`src/rtl/onehot_decoder.sv`:
```
// onehot_decoder
//   Receiving end of the channel-select link. Accepts one-hot channel words
//   over a valid/ready handshake and checks that each word has exactly one bit
//   set. A legal word is turned into its binary channel index and queued in a
//   2-entry FIFO. An illegal word (no bits set, or more than one) is dropped.
//   Each dropped word sets a sticky flag and increments a saturating counter.
//
// Ports
//   clk_i       clock, rising edge
//   rst_i       asynchronous active-high reset
//   enable_i    low blocks input acceptance; the output side keeps draining
//   hot_one_i   one-hot channel word      valid_i / ready_o  input handshake
//   ch_idx_o    index at the FIFO head    ch_valid_o / ch_ready_i  output handshake
//   err_o       sticky illegal-word flag  err_cnt_o  saturating illegal count
//   clr_err_i   synchronous clear of err_o / err_cnt_o (a new illegal word wins)
//
// FIFO state (one state per occupancy):
//   state | meaning
//   EMPTY | no entries, ch_valid_o low
//   ONE   | head_q valid
//   FULL  | head_q and tail_q valid, ready_o low
module onehot_decoder #(
  parameter int N_CH  = 16,
  parameter int IDX_W = $clog2(N_CH),
  parameter int ERR_W = 8
) (
  input  logic             clk_i,
  input  logic             rst_i,
  input  logic             enable_i,
  input  logic [N_CH-1:0]  hot_one_i,
  input  logic             valid_i,
  output logic             ready_o,
  output logic [IDX_W-1:0] ch_idx_o,
  output logic             ch_valid_o,
  input  logic             ch_ready_i,
  output logic             err_o,
  output logic [ERR_W-1:0] err_cnt_o,
  input  logic             clr_err_i
);

  typedef enum logic [1:0] {
    EMPTY = 2'd0,
    ONE   = 2'd1,
    FULL  = 2'd2
  } state_t;

  localparam logic [ERR_W-1:0] ERR_MAX = {ERR_W{1'b1}};

  state_t           state_q, state_d;
  logic [IDX_W-1:0] head_q, head_d;
  logic [IDX_W-1:0] tail_q, tail_d;
  logic [ERR_W-1:0] err_cnt_q;
  logic             err_q;

  logic             accept;
  logic             legal;
  logic             push;
  logic             pop;
  logic [IDX_W-1:0] word_idx;

  // Input handshake. The ready signal depends only on the registered state,
  // so there is no combinational path from ch_ready_i.
  assign ready_o = enable_i && !rst_i && (state_q != FULL);
  assign accept  = valid_i && ready_o;

  // A word is one-hot when it is nonzero and clearing its lowest set bit
  // leaves zero.
  assign legal = (hot_one_i != '0) &&
                 ((hot_one_i & (hot_one_i - N_CH'(1))) == '0);

  always_comb begin
    word_idx = '0;
    for (int i = 0; i < N_CH; i++) begin
      if (hot_one_i[i]) word_idx = IDX_W'(i);
    end
  end

  assign push = accept && legal;
  assign pop  = ch_valid_o && ch_ready_i;

  always_ff @(posedge clk_i or posedge rst_i) begin
    if (rst_i) begin
      state_q <= EMPTY;
      head_q  <= '0;
      tail_q  <= '0;
    end else begin
      state_q <= state_d;
      head_q  <= head_d;
      tail_q  <= tail_d;
    end
  end

  always_comb begin
    state_d = state_q;
    head_d  = head_q;
    tail_d  = tail_q;
    unique case (state_q)
      EMPTY: begin
        if (push) begin
          head_d  = word_idx;
          state_d = ONE;
        end
      end
      ONE: begin
        if (push && pop) begin
          // The head leaves and the new word takes its place.
          head_d = word_idx;
        end else if (push) begin
          tail_d  = word_idx;
          state_d = FULL;
        end else if (pop) begin
          state_d = EMPTY;
        end
      end
      FULL: begin
        if (pop) begin
          head_d  = tail_q;
          state_d = ONE;
        end
      end
      default: state_d = EMPTY;
    endcase
  end

  assign ch_valid_o = (state_q != EMPTY);
  assign ch_idx_o   = head_q;

  // If a clear and an illegal word arrive in the same cycle, the illegal
  // word wins: the count restarts at 1 instead of going to 0.
  always_ff @(posedge clk_i or posedge rst_i) begin
    if (rst_i) begin
      err_q     <= 1'b0;
      err_cnt_q <= '0;
    end else if (accept && !legal) begin
      err_q <= 1'b1;
      if (clr_err_i)
        err_cnt_q <= ERR_W'(1);
      else if (err_cnt_q != ERR_MAX)
        err_cnt_q <= err_cnt_q + ERR_W'(1);
    end else if (clr_err_i) begin
      err_q     <= 1'b0;
      err_cnt_q <= '0;
    end
  end

  assign err_o     = err_q;
  assign err_cnt_o = err_cnt_q;

endmodule
```
`config.mk`:
```
export PLATFORM = sky130hd
export DESIGN_NAME = onehot_decoder
export DESIGN_NICKNAME = d
export VERILOG_FILES = /design/src/rtl/onehot_decoder.sv
export SDC_FILE = /design/constraint.sdc
export NUM_CORES = 1
export LEC_CHECK = 0
export ABC_CLOCK_PERIOD_IN_PS = 2800
export CAP_MARGIN = 20
export CORE_MARGIN = 1
export CORE_UTILIZATION = 53
export CTS_BUF_LIST = sky130_fd_sc_hd__clkbuf_2
export CTS_CLUSTER_SIZE = 30
export DETAILED_ROUTE_END_ITERATION = 10
export PLACE_DENSITY_LB_ADDON = 0.3
export SETUP_SLACK_MARGIN = 0.02
export SKIP_CTS_REPAIR_TIMING = 1
export SLEW_MARGIN = 0
export SYNTH_ARGS = -nofsm -noshare
export SYNTH_HDL_FRONTEND = slang
export SYNTH_SLANG_ARGS = --single-unit
```
`constraint.sdc`:
```
create_clock -name clk_i -period 2.8 [get_ports clk_i]
set_clock_uncertainty 0.1 [all_clocks]
set_input_delay 0.56 -clock clk_i [delete_from_list [all_inputs] [get_ports clk_i]]
set_output_delay 0.56 -clock clk_i [all_outputs]
set_load 0.03 [all_outputs]
```
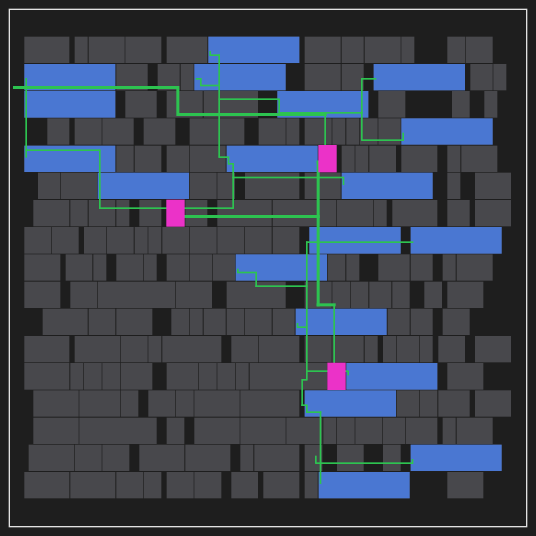
(clock distribution)
(10 px per um)
[magenta] clock-net drivers | count: 3
[green] clock wires | length: 235 um
[blue] flip-flops | count: 19
flops lie: widely spread
routed clock nets: 4

==> impl_metrics.py <==
# Synthesis and PnR figures
metrics = {
    "status": {
        "run_status": "complete, but fails checks",
        "violations": "setup timing",
    },
    "route": {
        "drt_iter0_drc": 76,
        "drtAntennaViolNets": 0,
        "dr_wl_met3_um": 306,
        "drt_pass1_iterations": 4,
    },
    "yosys": {
        "yosys_warnings": 0,
        "synthCells": 141,
        "post-synth-top-count-cell": "dfrtp_1",
        "edf_count": 0,
        "yosysCellCount": 141,
        "logic_family": "simple AND/OR/NAND/NOR gates",
        "numSynthFlops": 19,
        "syn_area_sq_mm": 0.00130,
        "synth_area_per_cell_sq_um": 9.25,
        "top_cells_by_area": "dfrtp_1 36%, mux2_4 4.6%, nor2_1 4.3%",
    },
    "cts": {
        "clock_sinks": 19,
        "clk_path_buf_depth": 2,
        "clk_pin_slew_ns": 0.21,
        "cts_tree": "done",
    },
    "global_route": {
        "antenna_found_initial": 0,
        "grt_remaining_overflow": 0,
        "grt_use_met1_pct": 33.9,
        "top_usage_layer": "met2",
        "grt_pass1_wl_um": 5790,
    },
    "finish": {
        "logic_area_sq_um": 816,
        "area_delta_synth_final_pct": 53.4,
        "drive_gt1_share_pct": 26.0,
        "fill_cells": 107,
    },
    "final_timing": {
        "finalCritPeriodShare_pct": 100,
        "setup_violations": 1,
        "setup_slack_ns": -0.00452,
        "maxSlewHeadroom_pct": 67.3,
        "min_period_ns": 2.80,
        "worstMarginPinSlew_ns": 0.489,
        "hold_viol": 0,
    },
    "job": {
        "warnings": 26,
    },
    "floorplan": {
        "ioPinCount": 37,
    },
    "power_and_ir_drop": {
        "powerSeq_uw": 291,
        "powerClk_uw": 124,
        "clock_power_share_pct": 20.9,
        "powerDensity_mw_per_mm2": 297,
        "p_int_uw": 402,
    },
    "worst_setup_path": {
        "reg2reg_to": "tail_q[1]",
        "timing.rr.start": "state_q[0]",
        "cp_max_fo": 5,
        "crit_arrival_ns": 2.92,
    },
    "place": {
        "place.gp.congestion": 0.900,
        "hpwl_um": 2810,
    },
}
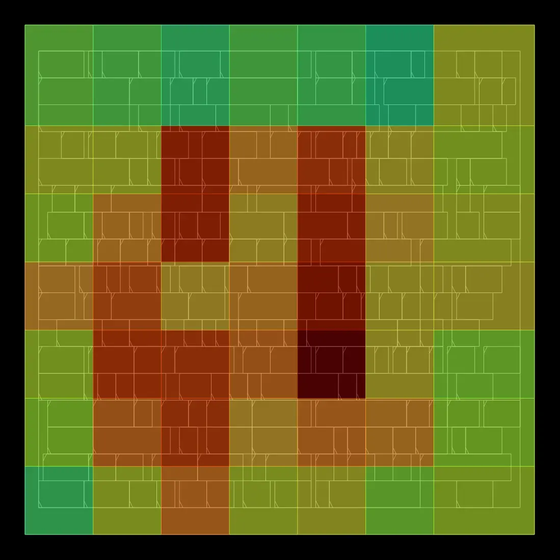
(congestion heat map)
final design utilization: 88.7%
GRT Overall Usage: 28.7%
GR Util met2: 53.2%
met3 usage: 3.51%
WL per Instance: 17.8 um

==> state kept, by name (all words and copies together) (netlist names) <==
register / count
err_cnt_o: 8
ch_idx_o: 4
tail_q: 4
state_q: 2
err_o: 1
==> layout by cell type (no fill, tap or decap), types with 2 or more instances in the layout <==
cell and count:
a221o_1 2, mux2i_1 2, dlymetal6s2s_1 13, buf_4 30, nor4_4 2, nand2b_1 2
clkbuf_2 3, nand3_1 2, nor2_1 15, dfrtp_1 19, or2_2 2, nor4_2 2
nand2_1 7, o21ai_0 11, nand4_1 5, a31oi_1 4, nor3_1 7, mux2_4 4
a2bb2oi_1 4, inv_1 9, xnor2_1 3, o22ai_1 5, or3_1 2, nor3_4 2
a21oi_1 4, clkdlybuf4s50_1 22
==> final cells by class <==
type                            count  area share [%]
Clock buffer                        3           0.751
Multi-Input combinational cell    110            40.8
Inverter                            9            1.69
Sequential cell                    19            23.8
Timing Repair Buffer               66            31.0
Clock inverter                      1           0.250
Tap cell                           28            1.75
==> critical path: stages <==
cell and delay, ns:
clkdlybuf4s50_1 0.49, o21ai_0 0.17, nand4_1 0.17, a221o_1 0.44, nor3_4 0.28, nand3_4 0.13
nor3_4 0.35, mux2_4 0.34
==> per-stage QoR <==
| stage | hold WS [ns] | total power [uW] | area [sq um] | cells | setup WS, ns |
|---|---|---|---|---|---|
| floorplan | 0.381 | 365 | 1300 | 141 | 0.0896 |
| global placement | 0.402 | 458 | 1880 | 229 | -0.325 |
| detailed placement | 0.399 | 465 | 1880 | 229 | -0.395 |
| CTS | 0.445 | 580 | 1900 | 233 | -0.0540 |
| global route | 0.466 | 615 | 2000 | 236 | -0.0470 |
| finish | 0.448 | 595 | 2000 | 236 | -0.00452 |
No activity file was given, so power comes from the tool's default toggle rates.
